**src/rtl/mc_ctrl.sv**
```systemverilog
// mc_ctrl: multi-cycle MIPS control FSM.
// Sequences one ALU and one unified memory port per instruction.
module mc_ctrl #(
  parameter int TIMEOUT = 255,
  parameter int CNT_W   = 32
) (
  input  logic             clk,
  input  logic             rst,
  input  logic [5:0]       opcode,
  input  logic [5:0]       func,
  input  logic             zero,
  input  logic             mem_ready,
  output logic             mem_req,
  output logic             MemRead,
  output logic             MemWrite,
  output logic             IorD,
  output logic             IRWrite,
  output logic             PCWrite,
  output logic             PCWriteCond,
  output logic [1:0]       PCSource,
  output logic             ALUSrcA,
  output logic [1:0]       ALUSrcB,
  output logic [4:0]       ALUCtrl,
  output logic             ExtOp,
  output logic [1:0]       RegDst,
  output logic [1:0]       DatatoReg,
  output logic             RegWrite,
  output logic [3:0]       state,
  output logic             illegal,
  output logic             halted,
  output logic [CNT_W-1:0] instr_cnt
);

  localparam logic [5:0] OP_R   = 6'b000000;
  localparam logic [5:0] OP_ORI = 6'b001101;
  localparam logic [5:0] OP_LUI = 6'b001111;
  localparam logic [5:0] OP_LW  = 6'b100011;
  localparam logic [5:0] OP_SW  = 6'b101011;
  localparam logic [5:0] OP_BEQ = 6'b000100;
  localparam logic [5:0] OP_J   = 6'b000010;
  localparam logic [5:0] F_ADD  = 6'b100000;
  localparam logic [5:0] F_ADDU = 6'b100001;
  localparam logic [5:0] F_SUBU = 6'b100011;

  localparam logic [4:0] ALUOP_ADD  = 5'd1;
  localparam logic [4:0] ALUOP_ADDU = 5'd2;
  localparam logic [4:0] ALUOP_SUBU = 5'd3;
  localparam logic [4:0] ALUOP_OR   = 5'd4;
  localparam logic [4:0] ALUOP_LUI  = 5'd5;
  localparam logic [4:0] ALUOP_EQL  = 5'd6;

  localparam int TW = $clog2(TIMEOUT + 1);

  typedef enum logic [3:0] {
    S_IF   = 4'd0,
    S_ID   = 4'd1,
    S_EX   = 4'd2,
    S_MA   = 4'd3,
    S_MR   = 4'd4,
    S_MW   = 4'd5,
    S_WB   = 4'd6,
    S_MWB  = 4'd7,
    S_BR   = 4'd8,
    S_JP   = 4'd9,
    S_HALT = 4'd10
  } state_t;

  state_t          cur, nxt;
  logic [TW-1:0]   tcnt;
  logic [CNT_W-1:0] icnt;

  logic is_r, r_ok, legal, wait_st, tmo, retire;
  logic unused;

  // zero acts in the datapath through PCWriteCond only
  assign unused = zero;

  assign is_r  = (opcode == OP_R);
  assign r_ok  = is_r && (func == F_ADD || func == F_ADDU ||
                          func == F_SUBU);
  assign legal = r_ok || opcode == OP_ORI || opcode == OP_LUI ||
                 opcode == OP_LW || opcode == OP_SW ||
                 opcode == OP_BEQ || opcode == OP_J;

  assign wait_st = (cur == S_IF || cur == S_MR || cur == S_MW);
  assign tmo     = wait_st && !mem_ready &&
                   (tcnt == TW'(TIMEOUT - 1));
  assign retire  = (nxt == S_IF) &&
                   (cur inside {S_MW, S_WB, S_MWB, S_BR, S_JP});

  assign state     = cur;
  assign instr_cnt = icnt;

  always_ff @(posedge clk or posedge rst) begin
    if (rst) begin
      cur  <= S_IF;
      tcnt <= '0;
      icnt <= '0;
    end else begin
      cur <= nxt;
      if (nxt != cur)
        tcnt <= '0;
      else if (wait_st && !mem_ready)
        tcnt <= tcnt + 1'b1;
      if (retire)
        icnt <= icnt + 1'b1;
    end
  end

  always_comb begin
    nxt         = cur;
    mem_req     = 1'b0;
    MemRead     = 1'b0;
    MemWrite    = 1'b0;
    IorD        = 1'b0;
    IRWrite     = 1'b0;
    PCWrite     = 1'b0;
    PCWriteCond = 1'b0;
    PCSource    = 2'd0;
    ALUSrcA     = 1'b0;
    ALUSrcB     = 2'd0;
    ALUCtrl     = 5'd0;
    ExtOp       = 1'b0;
    RegDst      = 2'd0;
    DatatoReg   = 2'd0;
    RegWrite    = 1'b0;
    illegal     = 1'b0;
    halted      = 1'b0;
    if (!rst) begin
      case (cur)
        S_IF: begin
          mem_req = 1'b1;
          MemRead = 1'b1;
          ALUSrcB = 2'd1;
          ALUCtrl = ALUOP_ADD;
          if (mem_ready) begin
            IRWrite = 1'b1;
            PCWrite = 1'b1;
            nxt     = S_ID;
          end else if (tmo) begin
            nxt = S_HALT;
          end
        end
        S_ID: begin
          ALUSrcB = 2'd3;
          ExtOp   = 1'b1;
          ALUCtrl = ALUOP_ADD;
          unique case (1'b1)
            r_ok, opcode == OP_ORI,
            opcode == OP_LUI: nxt = S_EX;
            opcode == OP_LW,
            opcode == OP_SW:  nxt = S_MA;
            opcode == OP_BEQ: nxt = S_BR;
            opcode == OP_J:   nxt = S_JP;
            default:          nxt = S_IF;
          endcase
          illegal = !legal;
        end
        S_EX: begin
          ALUSrcA = 1'b1;
          nxt     = S_WB;
          if (is_r) begin
            ALUSrcB = 2'd0;
            unique case (1'b1)
              func == F_ADDU: ALUCtrl = ALUOP_ADDU;
              func == F_SUBU: ALUCtrl = ALUOP_SUBU;
              default:        ALUCtrl = ALUOP_ADD;
            endcase
          end else begin
            ALUSrcB = 2'd2;
            ALUCtrl = (opcode == OP_LUI) ? ALUOP_LUI : ALUOP_OR;
          end
        end
        S_MA: begin
          ALUSrcA = 1'b1;
          ALUSrcB = 2'd2;
          ExtOp   = 1'b1;
          ALUCtrl = ALUOP_ADD;
          nxt     = (opcode == OP_SW) ? S_MW : S_MR;
        end
        S_MR: begin
          mem_req = 1'b1;
          MemRead = 1'b1;
          IorD    = 1'b1;
          if (mem_ready) nxt = S_MWB;
          else if (tmo)  nxt = S_HALT;
        end
        S_MW: begin
          mem_req  = 1'b1;
          MemWrite = 1'b1;
          IorD     = 1'b1;
          if (mem_ready) nxt = S_IF;
          else if (tmo)  nxt = S_HALT;
        end
        S_WB: begin
          RegWrite = 1'b1;
          RegDst   = is_r ? 2'd1 : 2'd0;
          nxt      = S_IF;
        end
        S_MWB: begin
          RegWrite  = 1'b1;
          DatatoReg = 2'd1;
          nxt       = S_IF;
        end
        S_BR: begin
          ALUSrcA     = 1'b1;
          ALUCtrl     = ALUOP_EQL;
          PCWriteCond = 1'b1;
          PCSource    = 2'd1;
          nxt         = S_IF;
        end
        S_JP: begin
          PCWrite  = 1'b1;
          PCSource = 2'd2;
          nxt      = S_IF;
        end
        S_HALT: halted = 1'b1;
        default: nxt = S_IF;
      endcase
    end
  end

endmodule

```
**config.mk**
```make
export PLATFORM = sky130hd
export DESIGN_NAME = mc_ctrl
export DESIGN_NICKNAME = d
export VERILOG_FILES = /design/src/rtl/mc_ctrl.sv
export SDC_FILE = /design/constraint.sdc
export NUM_CORES = 1
export LEC_CHECK = 0
export ABC_AREA = 0
export CORE_ASPECT_RATIO = 0.9
export CORE_MARGIN = 1
export CORE_UTILIZATION = 47
export DETAILED_ROUTE_END_ITERATION = 8
export PLACE_DENSITY = 0.8
export SLEW_MARGIN = 20
export SYNTH_ARGS = -nofsm -noshare
export SYNTH_HDL_FRONTEND = slang
export SYNTH_SLANG_ARGS = --single-unit
```
**constraint.sdc**
```tcl
create_clock -name clk -period 3.6 [get_ports clk]
set_input_delay 0.54 -clock clk [delete_from_list [all_inputs] [get_ports clk]]
set_output_delay 0.54 -clock clk [all_outputs]
set_load 0.01 [all_outputs]
```
**Metal layers overlaid**

Scale: 4 px per um. Two of the layers only.
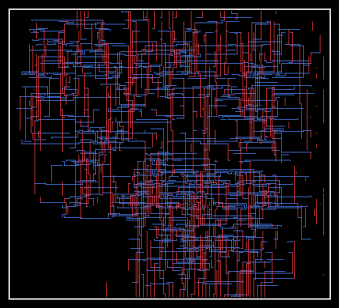
legend:
  red:
    layer: M2
    wire_length: 2870 um
  blue:
    layer: M1
    wire_length: 2680 um

**Register map, names as in the netlist**

Scale: 8 px per um. Other cells in grey.
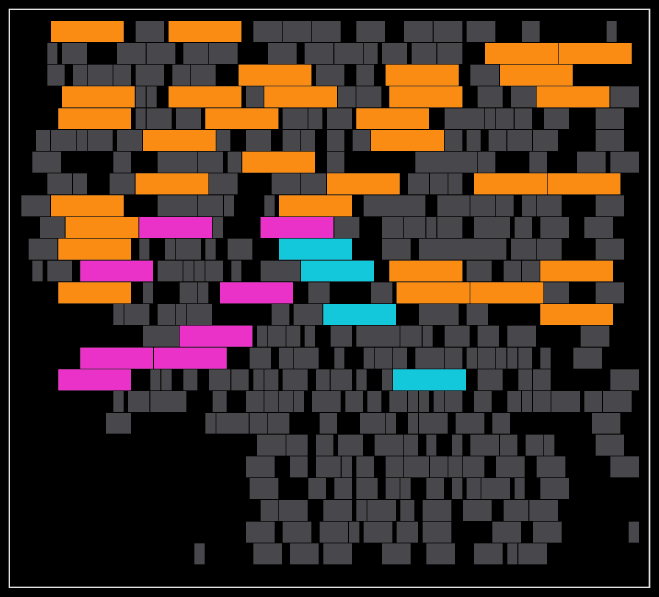
legend:
  magenta:
    signal: tcnt
    placed_flops: 8
    where: left middle
  orange:
    signal: instr_cnt
    placed_flops: 32
  cyan:
    signal: state
    placed_flops: 4
    where: middle

**The metal 3 layer**

Scale: 4 px per um.
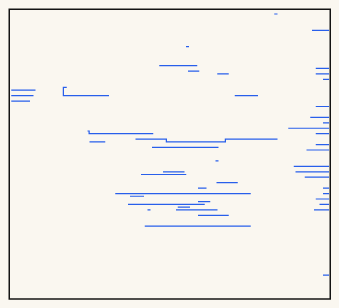
longest straight run: 33.6 um
wire length on this layer: 326 um

**Placed cells, one colour a class**

Scale: 3 px per um.
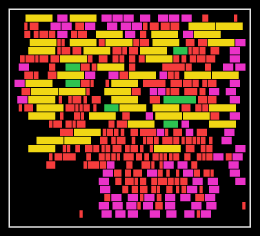
legend:
  green:
    class: clock drivers and dummy loads
    cells: 6
  magenta:
    class: remaining buffers and delay cells
    cells: 79
  red:
    class: remaining logic cells
    cells: 214
  yellow:
    class: registers
    cells: 44

==> impl_metrics.py <==
# Synthesis and PnR figures
metrics = {
    "power": {
        "switchingPower_mw": 0.537,
        "switching_share_pct": 34.5,
        "intPower_mw": 1.02,
        "worst_ir_drop_vdd_v": 0.000237,
        "powerDensity_nw_per_um2": 452,
        "p_leak_nw": 1.39,
        "seqPwrFrac_pct": 40.8,
        "p_clk_share_pct": 22.7,
        "pwr-share-comb_pct": 36.5,
    },
    "status": {
        "status": "finished, final reports clean",
    },
    "synthesis": {
        "netlist.area_leader.share_pct": 42.9,
        "syn_area_um2": 2560,
        "synth_flops": 44,
        "yosysWarnings": 0,
        "yosysTopAreaCell": "dfrtp_1",
        "ys_cells": 269,
        "edf_count": 0,
        "synthArstFlopShare_pct": 100,
        "yosysMostFrequentCell": "dfrtp_1",
        "ys_top_cells_by_count": "44 x dfrtp_1, 33 x xnor2_1, 27 x nor2_1, 20 x nand2_1, 17 x nand4_1",
        "synth.distinct_cells": 50,
        "yosys-stat-area_um2": 2560,
        "postSynthSeqShare_pct": 42.9,
        "flop_cell": "dfrtp_1",
        "synth_cells": 269,
        "syn-mean-instance-area_um2": 9.53,
    },
    "setup_path": {
        "r2r_start": "state[1]$_DFF_PP0_",
        "worst_setup_path_end_kind": "output pin",
        "path_max_fanout": 5,
        "rr_worst_depth": 7,
        "r2r_setup_slack_ns": 0.86,
        "cp-startpoint": "opcode[0]",
        "cp_slowest_cell": "or4_1",
        "worstPathCellList": "clkdlybuf4s50_1 -> or4_1 -> or3_1 -> o31ai_1 -> clkdlybuf4s50_1",
        "cp-start-kind": "primary input",
        "worstPathArrival_ns": 2.85,
        "path_class": "primary input to output pin",
        "critPathMaxStageDelay_ns": 0.61,
        "r2r_end": "instr_cnt[31]$_DFFE_PP0P_",
        "crit_path_frequent_cell": "clkdlybuf4s50_1",
    },
    "clock_tree": {
        "cts_hold_buf": 0,
        "clk_pin_slew_ns": 0.07,
        "numCtsBuffers": 5,
        "cts_tree": "yes",
        "clkLatencyLatePin_ns": 0.29,
        "h-tree-depth": 2,
        "cts_root_buffer": "clkbuf_8",
        "cts_setup_buffers": 0,
        "clkSinkCount": 44,
        "cts_resized": 0,
        "clk_path_buf_depth": 2,
    },
    "timing": {
        "final-max-slew-violation-count": 0,
        "relSlewSlack_pct": 53.9,
        "hold_viol_final": 0,
        "layout_min_cycle_time_ns": 3.39,
        "whs_ns": 0.490,
        "skew_ns": 0.00685,
        "rsz0062_at_grt": "false",
        "tns_ns": 0,
        "fin_ws_ns": 0.212,
        "worst_pin_slew_ns": 0.691,
        "max_freq_ghz": 0.295,
        "finalSetupViolCount": 0,
        "fin_crit_sh_pct": 94.1,
    },
    "global_route": {
        "grt_pass1_vias": 2097,
        "grt_util_met2_pct": 35.1,
        "antenna_found_initial": 0,
        "track_usage_pct": 21.6,
        "grt_max_degree": 41,
        "overflow": 0,
        "grtUsageMet1_pct": 29.4,
        "grt_busiest_layer": "met2",
        "grt_pass1_wl_um": 9730,
    },
    "floorplanning": {
        "pin_count": 77,
        "taps": 67,
        "initial_utilization_pct": 48.8,
        "rows": 25,
        "die_w_um": 79.9,
        "chipArea_um2": 5750,
        "chipHeight_um": 72.1,
        "core-area_um2": 5260,
    },
    "routing": {
        "route.detailed.drc": 0,
        "highest_layer": "met4",
        "firstDrtPassIters": 4,
        "drtIter0Drc": 119,
        "routed_via_density": 5.59,
        "routed-via-count": 2291,
        "met1Wirelength_um": 2680,
        "wire_per_inst_um": 14.5,
        "met3_length_um": 326,
        "routed-wl-met2_um": 2870,
        "wirelength_um": 5940,
        "drtAntennaViolNets": 0,
    },
    "job": {
        "warnings": 28,
        "drv_cap": 0,
    },
    "final_layout": {
        "largest_reg_flops": 32,
        "nonClkBufAreaFrac_pct": 22.4,
        "fin_util_pct": 65.5,
        "n_all_buffers": 79,
        "fin_area_um2": 3440,
        "clkbuf_count": 5,
        "inv_count": 6,
        "nNetsFinal": 363,
        "dominant_cells": "logic gates",
        "comb_area_share_pct": 39.6,
        "syn_to_final_growth_pct": 34.2,
        "layout-drive-gt1-share_pct": 7.00,
        "fillers": 432,
        "logic_area_um2": 1360,
        "insertedDiodeCount": 0,
        "seqAreaFraction_pct": 32.0,
        "logic_gate_count": 208,
        "clock_area_share_pct": 2.87,
        "flop-count": 44,
        "seq_area_um2": 1100,
    },
    "placed_design": {
        "pre_cts_slack_ns": 0.235,
        "port_buffers": 71,
        "place_hpwl_um": 4380,
    },
    "hold_path": {
        "hold-path-cell-count": 1,
        "whs_endpoint": "instr_cnt[5]$_DFFE_PP0P_",
        "min_from": "instr_cnt[5]$_DFFE_PP0P_",
        "hold_path_class": "flop to flop",
    },
}
[cell usage in the layout (no fill, tap or decap), types with 2 or more instances in the layout]
master            n
clkdlybuf4s50_1  71
dfrtp_1          44
xnor2_1          33
nor2_1           27
nand2_1          20
nand4_1          17
nand3_1          13
and3_1            9
nor3_1            8
buf_4             8
nand2b_1          7
o21ai_0           6
nor2b_1           5
inv_1             5
xor2_1            5
clkbuf_8          5
or3_1             4
and4_1            4
and2_1            4
conb_1            4
a31oi_1           3
ha_1              3
a221o_1           2
nor4_4            2
o2111ai_1         2
or2_2             2
or4_1             2
a32oi_1           2
a211oi_1          2
a21oi_1           2
o22ai_1           2
a21o_1            2
[metrics by stage]
| step | total power [mW] | instances |
|---|---|---|
| 6_report | 1.56 | 410 |
| 5_1_grt | 1.65 | 410 |
| 4_1_cts | 1.57 | 410 |
| 3_5_place_dp | 1.21 | 404 |
| 3_3_place_gp | 1.20 | 404 |
| 2_1_floorplan | 0.969 | 272 |
[power by group through the flow]
stage | logic [mW] | clock network [mW] | registers, mW
after global placement | 0.557 | 0 | 0.639
after detailed placement | 0.568 | 0 | 0.642
after CTS | 0.571 | 0.362 | 0.632
final | 0.568 | 0.353 | 0.634
after floorplan | 0.349 | 0 | 0.620
after global routing | 0.620 | 0.387 | 0.645
[logic make-up (layout without fill, tap and decap cells)]
kind of cell	Yosys count	in the layout	synth area share [%]
simple gates	131	131	28.7
other cells	1	4	0.146
fa+ha+maj	3	3	1.46
mux	2	2	0.830
compound gates	30	30	8.64
flops	44	44	42.9
xor+xnor	38	38	13.0
buf+inv	20	91	4.29
[worst max-delay path: cells and delay by family]
family	cells	cell delay, ns
buffers and inverters	2	1.06
AND/OR/NAND/NOR	2	1.00
AND-OR/OR-AND	1	0.25
Power is estimated from default activity; no workload was simulated.
